Design alu_arbiter_flat, sky130hd; sources not shown.
run_1/gate_families.png
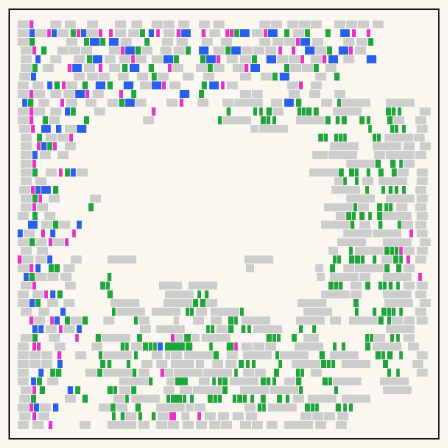
[inverting AOI/OAI gates] blue | cells: 68
[NAND gates] green | cells: 278 | most used: nand2_1 | where: spread over the die
[inverters] magenta | cells: 76 | most used: inv_1 | where: spread over the die
most frequent logic cell in the layout: clkdlybuf4s50_1
fraction of area in multi-input gates: 0.231
filler-free cell count of the finished design: 1053

run_1/final_congestion.png
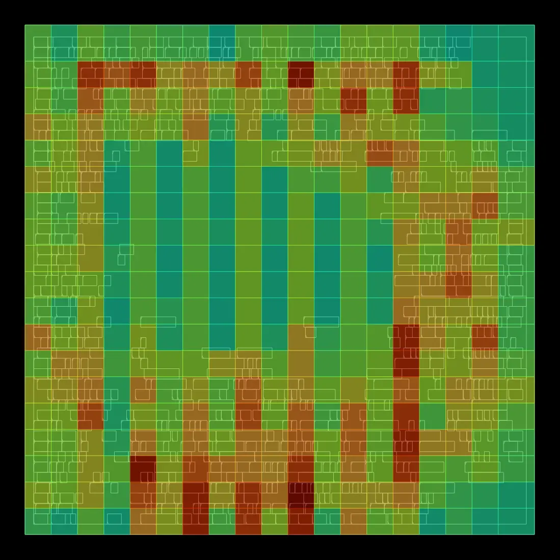
per-cell routed wire length: 15.2 µm
global route hottest layer: met2

run_1/met2.png
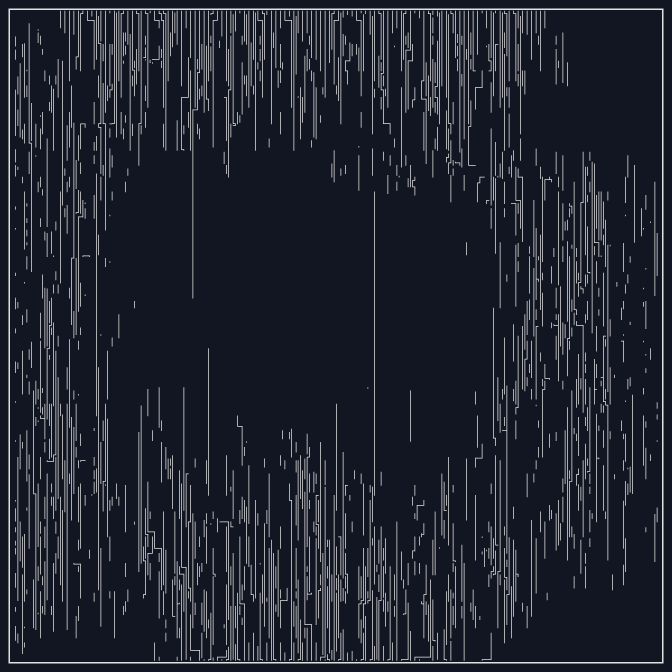
nets with wire on the layer: 780
wire length on this layer: 7890 µm
share of all routed wire: 49%
via count: 4706
overall routed net length: 16.0 mm
met2 Use GR: 0.302

run_1/metal_stack.png
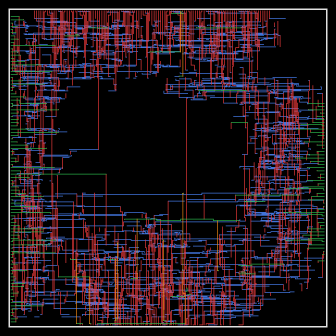
[met1] blue | wire length: 6770 µm
[met2] red | wire length: 7890 µm
[met3] green | wire length: 1070 µm
[met4] orange | wire length: 285 µm
GRT Resource Usage Total: 0.176

==> impl_metrics.csv, run 1 <==
group,metric,value,unit
detailed_routing,remaining_drc_errors,0,
critical_path,rrSetupSlack,2.96,ns
clocking,cts_tree,"done",
run,warnings,26,
cells_and_area,drive_gt1_frac,0.0852,
status,status,"completed",
logic_synthesis,yosysChipArea,0.00404,mm²
clocking,cts.path.max_buffers,2,
logic_synthesis,synth_seq_share,0.428,
floorplan,fp_util,0.244,
clocking,cts.htree.levels,3,
floorplan,die_h,134,µm
logic_synthesis,netlist_area,0.00404,mm²
global_routing,grtUsageMet1,0.218,
hold_path,min_path_type,"reg -> reg",
clocking,cts_buffers,9,
cells_and_area,syn_to_final_growth,87.0,%
logic_synthesis,ys_types,15,
floorplan,core-area,0.0165,mm²
global_routing,grt_antenna_before_repair,0,
cells_and_area,diodes,0,
logic_synthesis,syn_nets,710,
critical_path,slowest_stage,"clkdlybuf4s50_1",
pwr,p_leak,3.50,nW
clocking,cts.sinks,69,
sta,layout_min_cycle_time,3.70,ns
detailed_routing,antenna_left,0,
global_routing,grt_overflow_total,0,
global_routing,grt_max_degree,61,
critical_path,cp_common_cell,"clkdlybuf4s50_1",
critical_path,cp_max_fo,60,
run,cap_viol_max_count,0,
logic_synthesis,ys.flops,69,
sta,drv_slew,0,
cells_and_area,nNetsFinal,1003,
clocking,cts_root_buf,"clkbuf_16",
floorplan,dieArea,0.0179,mm²
critical_path,worstSetupStartpointType,"input port",
floorplan,die_x,134,µm
global_routing,met3_usage,0.0411,
cells_and_area,final_cell_mix,"312 x clkdlybuf4s50_1, 137 x nand2_1, 135 x nand3_1",
critical_path,critPathArrivalTime,2.99,ns
global_routing,grt_pass1_wl,25.0,mm
critical_path,rr_worst_depth,7,
## run 1: per-layer routing
metal	up-vias	wire length, µm
met5	-	0
met4	0	284
met3	20	1070
met2	196	7890
met1	2189	6770
li1	2301	-
## run 1: stage by stage
stage          hold slack (ns)  area [µm²]  std cells  total power [mW]
2_1_floorplan            0.543        4040        535              1.32
3_3_place_gp             0.454        7260       1037              1.92
3_5_place_dp             0.458        7260       1037              1.93
4_1_cts                  0.472        7550       1053              2.59
5_1_grt                  0.485        7550       1053              2.70
6_report                 0.467        7550       1053              2.55
## run 1: final cells by class
type / instances / area, µm² / area share
Multi-Input combinational cell: 348 / 1750 / 0.231
Tap cell: 220 / 275 / 0.0365
Inverter: 76 / 288 / 0.0381
Sequential cell: 69 / 1730 / 0.229
Timing Repair Buffer: 324 / 3230 / 0.427
Clock inverter: 5 / 35.0 / 0.00464
Clock buffer: 11 / 253 / 0.0335
## run 1: cell usage after synthesis, drive strengths merged
cell,number,share of area
buf,33,0.065
clkbuf,9,0.0084
dfrtp,69,0.43
inv,76,0.071
nand2,141,0.13
nand3,137,0.17
nor2,2,0.0077
o21ai,68,0.12
## run 1: where the power goes
part	total, mW	switching, mW	internal (mW)
clock	0.639	0.253	0.385
sequential	0.807	0.0775	0.730
combinational	1.11	0.575	0.530
total	2.55	0.906	1.65
## run 1: worst max-delay path, delay by kind of cell
family	cells	cell delay, ns
AOI/OAI and AO/OA	1	0.10
and+or+nand+nor	2	0.42
buffers and inverters	3	1.72
## run 1: cells by family after synthesis
logic type,Yosys count,share of synthesized area
flops,69,0.428
buf+inv,118,0.144
compound gates,68,0.116
simple gates,280,0.312
## Run 2: what changed since run 1
CORE_UTILIZATION = 22   (was 24)
PLACE_DENSITY = 0.9   (was 0.95)
clock period = 3.43 ns   (was 4.7 ns; I/O delays follow)
run_2/density.png
14 x 14 tiles, from white (low) to dark blue (high), 0 to 100% covered.
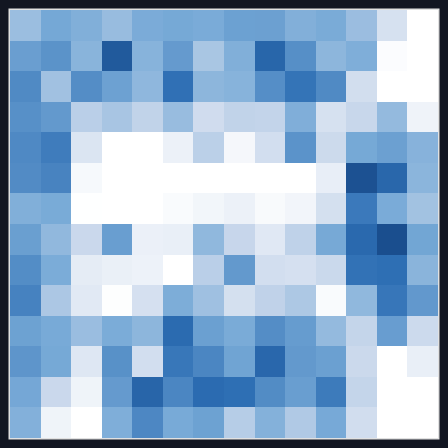
emptiest ninth of the die: center
fullest tile: 88%
densest ninth of the die: south
mean over tiles: 38%
tiles over 75% full: 5.1%
nearly empty tiles: 13%
FP Util: 0.225
final core occ: 0.423
total core area: 0.0180 mm²

run_2/gate_families.png
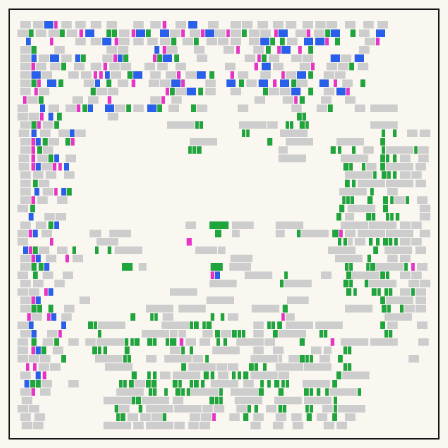
[NAND gates] green | cells: 278 | most used: nand2_1 | where: spread over the die
[inverters] magenta | cells: 76 | most used: inv_1 | where: spread over the die
[inverting AOI/OAI gates] blue | cells: 68 | where: spread over the die
filler-free cell count of the finished design: 1061
fraction of area in multi-input gates: 0.230

==> run 2 against run 1 <==
Against the previous run:
- area after synthesis unchanged
- clock skew increased by 0.00064 ns
- clock power is 33% higher
- wire length is 3.2% higher
- worst hold slack worse by 0.0026 ns
- sequential power increased by 36%
- total power rose by 37%
- synthesized cell count unchanged
- worst setup slack worse by 0.75 ns
- flip-flop count is the same
- first-iteration DRC count up 27%
- die area up 8.8%
- largest cell class unchanged
- highest routed layer is now met5
==> impl_metrics.csv, run 2 <==
group,metric,value,unit
placement,placed_cells,1045,
run,warnings,26,
cells_and_area,drive_gt1_frac,0.0829,
clocking,cts.sinks,69,
cells_and_area,nNetsFinal,1002,
cells_and_area,lay_top_count,"clkdlybuf4s50_1",
pwr,p_total,3.49,mW
logic_synthesis,synthTopCellsByCount,"137 x nand2_1, 136 x nand3_1, 76 x inv_1, 69 x dfrtp_1",
critical_path,critPathArrivalTime,2.66,ns
logic_synthesis,synth-edff-count,0,
cells_and_area,diodes,0,
clocking,cts.htree.levels,3,
floorplan,die_h,139,µm
detailed_routing,wl_per_cell,15.6,µm
logic_synthesis,post-synth-top-count-cell,"nand2_1",
cells_and_area,logic_area,0.00175,mm²
floorplan,dieArea,0.0195,mm²
critical_path,worstSetupStartpointType,"input port",
detailed_routing,vias,4668,
logic_synthesis,syn_nets,710,
sta,layout_min_cycle_time,3.17,ns
critical_path,rr_worst_depth,7,
logic_synthesis,synth_seq_share,0.428,
pwr,switchingPower,1.26,mW
run,cap_viol_max_count,0,
logic_synthesis,synth-async-reset-ratio,1.00,
global_routing,grt_max_degree,61,
clocking,cts_root_buf,"clkbuf_16",
pwr,p_leak,3.51,nW
status,status,"completed",
logic_synthesis,synth-main-ff-cell,"dfrtp_1",
critical_path,path_depth,9,
cells_and_area,regArea,0.00173,mm²
detailed_routing,antenna_left,0,
logic_synthesis,area_leaders,"dfrtp_1 43%, nand3_1 17%, nand2_1 13%",
floorplan,die_x,139,µm
clocking,cts.path.max_buffers,2,
hold_path,min_path_type,"reg -> reg",
cells_and_area,final_cell_mix,"312 x clkdlybuf4s50_1, 137 x nand2_1, 135 x nand3_1",
global_routing,grt_overflow_total,0,
critical_path,cp_max_fo,46,
critical_path,critPathTopFamily,"buffers and inverters",
cells_and_area,syn_to_final_growth,88.3,%
pwr,power.switching_fraction,0.361,
logic_synthesis,top_area_frac,0.428,
logic_synthesis,netlist_area,0.00404,mm²
logic_synthesis,ys_types,15,
run 2: cell counts after synthesis:
Identical to the previous run, type by type.
run 2: metal layers:
layer	vias up	wire length [µm]	track usage
met1	2145	7020	0.214
met5	-	13	0
met4	2	269	0.0478
met3	16	1230	0.0413
li1	2298	-	-
met2	207	8000	0.274
run 2: cell families after synthesis:
group | share of synthesized area
simple gates | 0.312
buf+inv | 0.144
flops | 0.428
compound gates | 0.116
run 2: power by group through the flow:
stage / registers, mW / logic, mW / clock network [mW]
after global routing: 1.13 / 1.65 / 0.919
after floorplan: 1.34 / 0.477 / 0
after global placement: 1.11 / 1.54 / 0
after CTS: 1.10 / 1.56 / 0.887
final: 1.10 / 1.54 / 0.853
after detailed placement: 1.11 / 1.55 / 0
run 2: cell type report:
class	count	share of cell area
Clock buffer	10	0.0301
Sequential cell	69	0.227
Inverter	76	0.0377
Clock inverter	6	0.00625
Timing Repair Buffer	323	0.431
Tap cell	229	0.0377
Multi-Input combinational cell	348	0.230
run 2: worst register-to-register path, cell delays in order, from the launching register on:
cell and delay, ns:
dfrtp_1 0.41, inv_1 0.12, nand3_4 0.09, buf_4 0.27, nand2_2 0.15, buf_4 0.39, nand2_1 0.12, nand2_1 0.07
run 2: metrics by stage:
step	util	cell area, µm²	hold slack (ns)
5_1_grt	0.423	7600	0.487
3_5_place_dp	0.408	7330	0.457
2_1_floorplan	-	4040	0.543
3_3_place_gp	0.408	7330	0.453
4_1_cts	0.423	7600	0.472
6_report	0.423	7600	0.464
Power is estimated from default activity; no workload was simulated.
